Run 1, logic cells by family:
The bar under the picture is 20 um long.
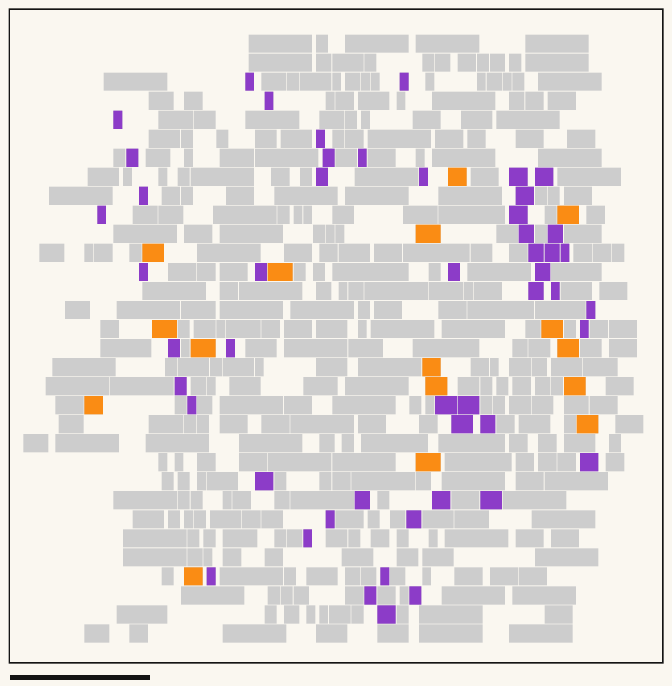
Run 1, clock network drawn from the DEF:
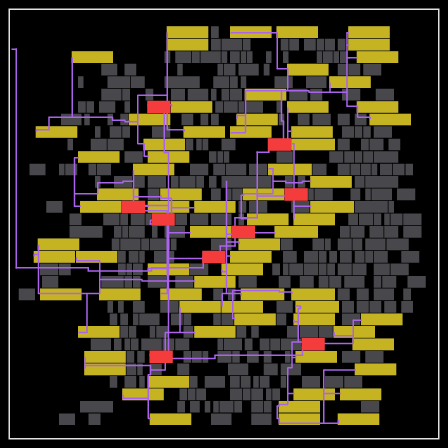
Run 1, local utilization:
The die is cut into 9 by 9 equal tiles; dark blue is low, red is high, 0 to 100% covered.
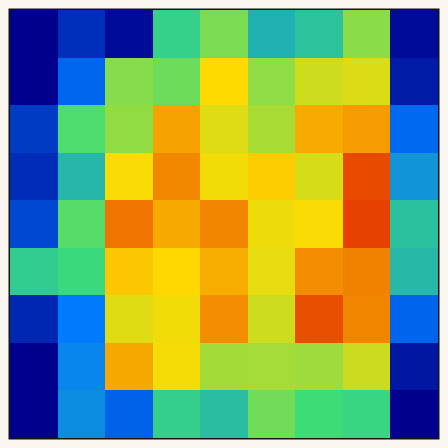
<file path="src/rtl/bcd_gate_counter.sv">
// Gated BCD event counter with display capture, leading-zero blanking and overflow flag.
// Optional: define BCD_OVF_DASH_EN to show a dash (4'hA) on every digit while overflow is set.

module bcd_gate_digit (
    input  logic       clk_i,
    input  logic       rst_i,
    input  logic       inc_i,
    input  logic       clr_i,
    input  logic       set1_i,
    output logic [3:0] digit_o,
    output logic       is9_o
);
    logic [3:0] digit_q, digit_d;

    assign is9_o   = (digit_q == 4'd9);
    assign digit_o = digit_q;

    always_comb begin
        digit_d = digit_q;
        if (clr_i)
            digit_d = set1_i ? 4'd1 : 4'd0;
        else if (inc_i)
            digit_d = is9_o ? 4'd0 : digit_q + 4'd1;
    end

    always_ff @(posedge clk_i or posedge rst_i) begin
        if (rst_i) digit_q <= 4'd0;
        else       digit_q <= digit_d;
    end
endmodule

module bcd_gate_counter #(
    parameter int DIGITS = 8,
    parameter int SEL_W  = 3
) (
    input  logic             fpga_clk,
    input  logic             reset,
    input  logic             clk_enable,
    input  logic             latchit,
    input  logic             reset_ctr,
    input  logic [SEL_W-1:0] digit_select,
    output logic [3:0]       digit_muxed,
    output logic             carry_out,
    output logic             overflow
);
    logic [DIGITS-1:0][3:0] cnt;
    logic [DIGITS-1:0][3:0] disp_q;
    logic [DIGITS-1:0]      is9;
    logic [DIGITS:0]        inc;
    logic [DIGITS-1:0]      blank_q, blank_d;
    logic                   ovf_run_q, ovf_run_d;
    logic                   ovf_q;
    logic                   carry_q;
    logic                   hi_zero;
    logic [3:0]             mux_d;

    // Digit k advances only when every lower digit is rolling over from 9.
    assign inc[0] = clk_enable;

    for (genvar k = 0; k < DIGITS; k++) begin : g_dig
        assign inc[k+1] = inc[k] & is9[k];
        bcd_gate_digit u_dig (
            .clk_i   (fpga_clk),
            .rst_i   (reset),
            .inc_i   (inc[k]),
            .clr_i   (reset_ctr),
            .set1_i  ((k == 0) ? clk_enable : 1'b0),
            .digit_o (cnt[k]),
            .is9_o   (is9[k])
        );
    end

    assign ovf_run_d = reset_ctr ? 1'b0 : (ovf_run_q | inc[DIGITS]);

    // Digit k blanks when it and all higher digits are zero; digit 0 always shows.
    always_comb begin
        hi_zero = 1'b1;
        blank_d = '0;
        for (int k = DIGITS - 1; k >= 0; k--) begin
            hi_zero    = hi_zero & (cnt[k] == 4'd0);
            blank_d[k] = (k != 0) && hi_zero;
        end
    end

    always_ff @(posedge fpga_clk or posedge reset) begin
        if (reset) begin
            disp_q    <= '0;
            blank_q   <= {{(DIGITS-1){1'b1}}, 1'b0};
            ovf_run_q <= 1'b0;
            ovf_q     <= 1'b0;
            carry_q   <= 1'b0;
        end else begin
            carry_q   <= inc[DIGITS];
            ovf_run_q <= ovf_run_d;
            if (latchit) begin
                disp_q  <= cnt;
                blank_q <= blank_d;
                ovf_q   <= ovf_run_q;
            end
        end
    end

    always_comb begin
        mux_d = 4'hF;
        for (int k = 0; k < DIGITS; k++) begin
            if (digit_select == SEL_W'(k)) begin
                if (!blank_q[k]) mux_d = disp_q[k];
`ifdef BCD_OVF_DASH_EN
                if (ovf_q) mux_d = 4'hA;
`endif
            end
        end
    end

    assign digit_muxed = mux_d;
    assign carry_out   = carry_q;
    assign overflow    = ovf_q;
endmodule

</file>
<file path="config.mk">
export PLATFORM = sky130hd
export DESIGN_NAME = bcd_gate_counter
export DESIGN_NICKNAME = d
export VERILOG_FILES = /design/src/rtl/bcd_gate_counter.sv
export SDC_FILE = /design/constraint.sdc
export NUM_CORES = 1
export LEC_CHECK = 0
export ABC_CLOCK_PERIOD_IN_PS = 2300
export CORE_MARGIN = 1.5
export CORE_UTILIZATION = 50
export DETAILED_ROUTE_END_ITERATION = 7
export PLACE_DENSITY = 0.73
export SKIP_LAST_GASP = 1
export SYNTH_ARGS = -nofsm -noshare
export SYNTH_HDL_FRONTEND = slang
export SYNTH_SLANG_ARGS = --single-unit
</file>
<file path="constraint.sdc">
create_clock -name fpga_clk -period 2.3 [get_ports fpga_clk]
set_input_delay 0.46 -clock fpga_clk [delete_from_list [all_inputs] [get_ports fpga_clk]]
set_output_delay 0.46 -clock fpga_clk [all_outputs]
set_load 0.02 [all_outputs]
</file>
==> run summary, run 1 <==
Entry: Yosys synthesis followed by OpenROAD place and route.

Yosys:
- The run gives the Yosys chip area as 4070 um^2.
- In this run, the synthesized area fraction spent on xor and xnor cells is recorded as 0.215%.
- The run gives the number of nets in the synthesized netlist as 418.
- Summed over its instances, the top area cell type makes up 41.2% of the synthesized netlist area.

Floorplanning:
- The run puts the row count at 32.
- The run puts the well tap count at 102.
- According to the I/O placement log, the pin count is 14.

Cells and area:
- The run gives the fraction of final layout cells with drive strength greater than 1 as 25.4%.
- The run gives the largest contributor to cell area by class as logic gates.
- The run gives the post-synthesis to final-layout area growth as 14.9%.

Setup path:
- STA classifies the critical path endpoint as a primary output.
- The run puts the cell count along the critical path at 5.
- The report lists the cells along the critical path as or4b_4 > o22ai_2 > a21oi_1 > a31o_2 > buf_6.
- The run gives the launch point of the worst reg-to-reg path as g_dig[1].u_dig.digit_o[1].

Final timing:
- The run puts the ratio of final minimum period to clock period at 103%.
- The run gives the setup violation total in the final timing report as 4.
- The run gives the final total negative setup slack as -220 ps.
- The run puts the worst setup slack after layout at -76.2 ps.

Place:
- The final weighted congestion recorded by global placement is 0.896.

Clocking:
- The run gives the number of buffers on the longest clock path as 2.
- The run puts the number of clock sinks seen by CTS at 74.
- The run puts the insertion delay at the late pin of the worst-skew pair at 350 ps.

Global route:
- The run gives the first-pass GRT wire length as 15.1 mm.
- Entering global routing, the biggest net connects 36 pins.
- The run puts the met1 layer usage reported by global route at 33.3%.

Drt:
- In the routed design, unresolved DRC markers number 0.
- In the per-layer breakdown of the detailed-route log, met1 shows 4.39 mm.
- The run puts the total vias in the final route at 3086.

Job:
- The report counts max-capacitance violations totalling 0.
- The run puts the tool warning count at 41.

Outcome:
- The flow ran to the end, but the final reports show violations.
- The checks that failed: setup timing.
About 'logic cells by family':
- non-inverting ao/oa cells: orange (cells 16; most used a31o_2)
- nor cells: purple (cells 50; most used nor2_1)

About 'clock network drawn from the DEF':
- flip-flops: yellow (count 74)
- clock drivers: red (count 9)
- clock wires: purple (length 895 um)
- flops lie: widely spread
- routed clock nets: 10

About 'local utilization':
- mean over tiles: 52%
- emptiest ninth of the die: top left
- densest ninth of the die: middle
- nearly empty tiles: 6.2%
placeable core region: 7810 um^2
Initial Util: 52.1%
final core utilization: 59.9%

Run 1, wiring by layer:
The bar under the picture is 20 um long.
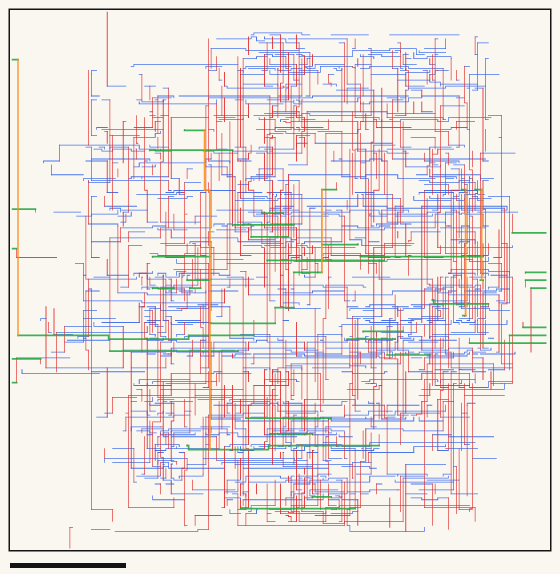

==> run 2, diff against run 1 <==
--- a/config.mk
+++ b/config.mk
@@ -5,7 +5,9 @@
 export SDC_FILE = /design/constraint.sdc
 export NUM_CORES = 1
 export LEC_CHECK = 0
+export ABC_AREA = 1
 export ABC_CLOCK_PERIOD_IN_PS = 2300
+export CORE_ASPECT_RATIO = 2
 export CORE_MARGIN = 1.5
 export CORE_UTILIZATION = 50
 export DETAILED_ROUTE_END_ITERATION = 7
Run 2, wiring by layer:
The bar under the picture is 20 um long.
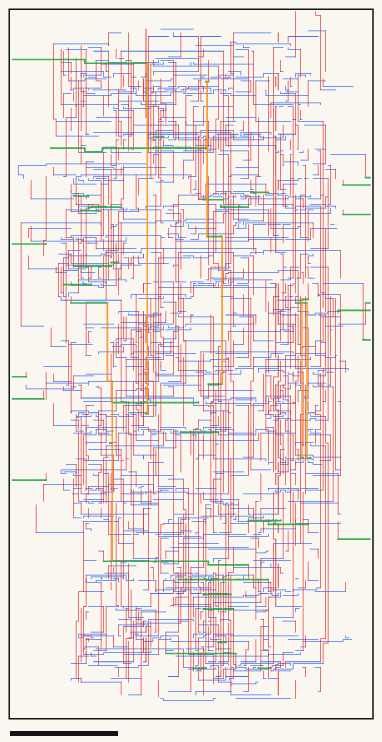
- metal 1: blue (wire length 3800 um)
- metal 4: orange (wire length 227 um)
- metal 2: red (wire length 4680 um)
- metal 3: green (wire length 266 um)
Total GRT Usage: 23.7%
detail-routed net length per standard cell: 14.2 um
Routed Wire Length: 8.98 mm
routed via count: 3367

==> run 2 against run 1 <==
The flow now finishes without violations. Largest power group unchanged. Wire length barely moved. Cell count grew 21%. Worst setup slack gained 170 ps. Core utilization increased by 0.077 points. Non-clock buffer count decreased by 4. Maximum frequency grew 7.9%. Critical path type unchanged. Sequential share of layout area shrank 0.44 points. Register-to-register slack gained 370 ps. Critical endpoint is now digit_muxed[3]. Critical path depth is 5 higher. Total power rose by 33%.
==> run summary, run 2 <==
Entry: Yosys synthesis followed by OpenROAD place and route.

Global route:
- The met1 layer usage reported by global route is 29.0% (-4.3 points).
- The run puts the first-pass GRT wire length at 15.5 mm (+2.8%).
- The run puts the largest net degree at the start of global routing at 58 (+61%).

Cells and area:
- Between the synthesized netlist and the finished layout, the area growth was recorded as 16.3%.
- The run gives the fraction of final layout cells with drive strength greater than 1 as 15.1% (-10 points).
- The run gives the largest contributor to cell area by class as logic gates.
- The run puts the final core utilization at 60.0% (+0.077 points).

Drt:
- The run gives the routed metal-1 wire length as 3.80 mm (-13%).
- The DRC violation count after routing was 0 (unchanged).

Clocking:
- The report lists the number of cells resized after CTS as 25.
- The run puts the insertion delay at the late pin of the worst-skew pair at 340 ps (about the same).
- The number of clock sinks seen by CTS is 74 (unchanged).

Final timing:
- The run puts the setup violation total in the final timing report at 0 (-4).
- The run gives the worst setup slack after layout as 98.0 ps (+174 ps).
- The run gives the ratio of final minimum period to clock period as 95.7% (-7.6 points).
- The final total negative setup slack was 0 ps (+220 ps).

Setup path:
- Walking the worst path, the cells encountered are inv_1 > nand3_2 > buf_4 > nand2_1 > inv_1 > nand2_1 > nand2_1 > nand2_1 > a21oi_2 > buf_4.
- The run gives the cell count along the critical path as 10 (+5).
- STA classifies the critical path endpoint as a primary output.

Yosys:
- The fraction of synthesized cell area taken by the top area cell type came to 41.2% (about the same).
- The run gives the Yosys chip area as 4070 um^2 (about the same).
- The run puts the number of nets in the synthesized netlist at 530 (+27%).
- The run puts the XOR/XNOR share of the synthesized area at 1.72% (+1.5 points).

Outcome:
- The run finished with clean final reports.

Floorplanning:
- The number of placed I/O pins was 14 (unchanged).
- The run gives the well tap count as 96 (-5.9%).
- The run puts the core box area at 7890 um^2 (+0.99%).
- The run puts the row count at 46 (+44%).
- The run puts the floorplan utilization at 51.6% (-0.56 points).

Job:
- The number of max-cap violations came to 0 (unchanged).
- The run gives the tool warning count as 39 (-4.9%).
Run 2, logic cells by family:
The bar under the picture is 20 um long.
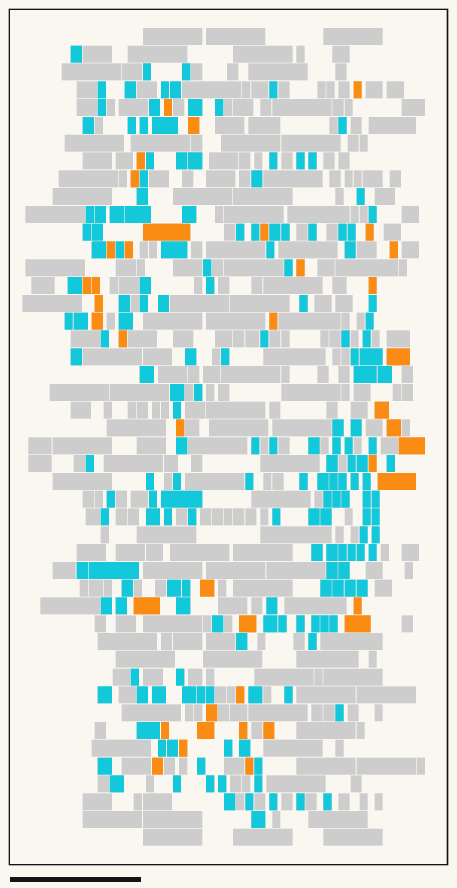
- nor cells: orange (cells 40; most used nor2_1; where widely spread)
- nand cells: cyan (cells 178; most used nand2_1)
Layout Cells excl Fill: 634
most common cell after layout, fill and taps aside: sky130_fd_sc_hd__nand2_1

Power and IR drop assume default switching activity.
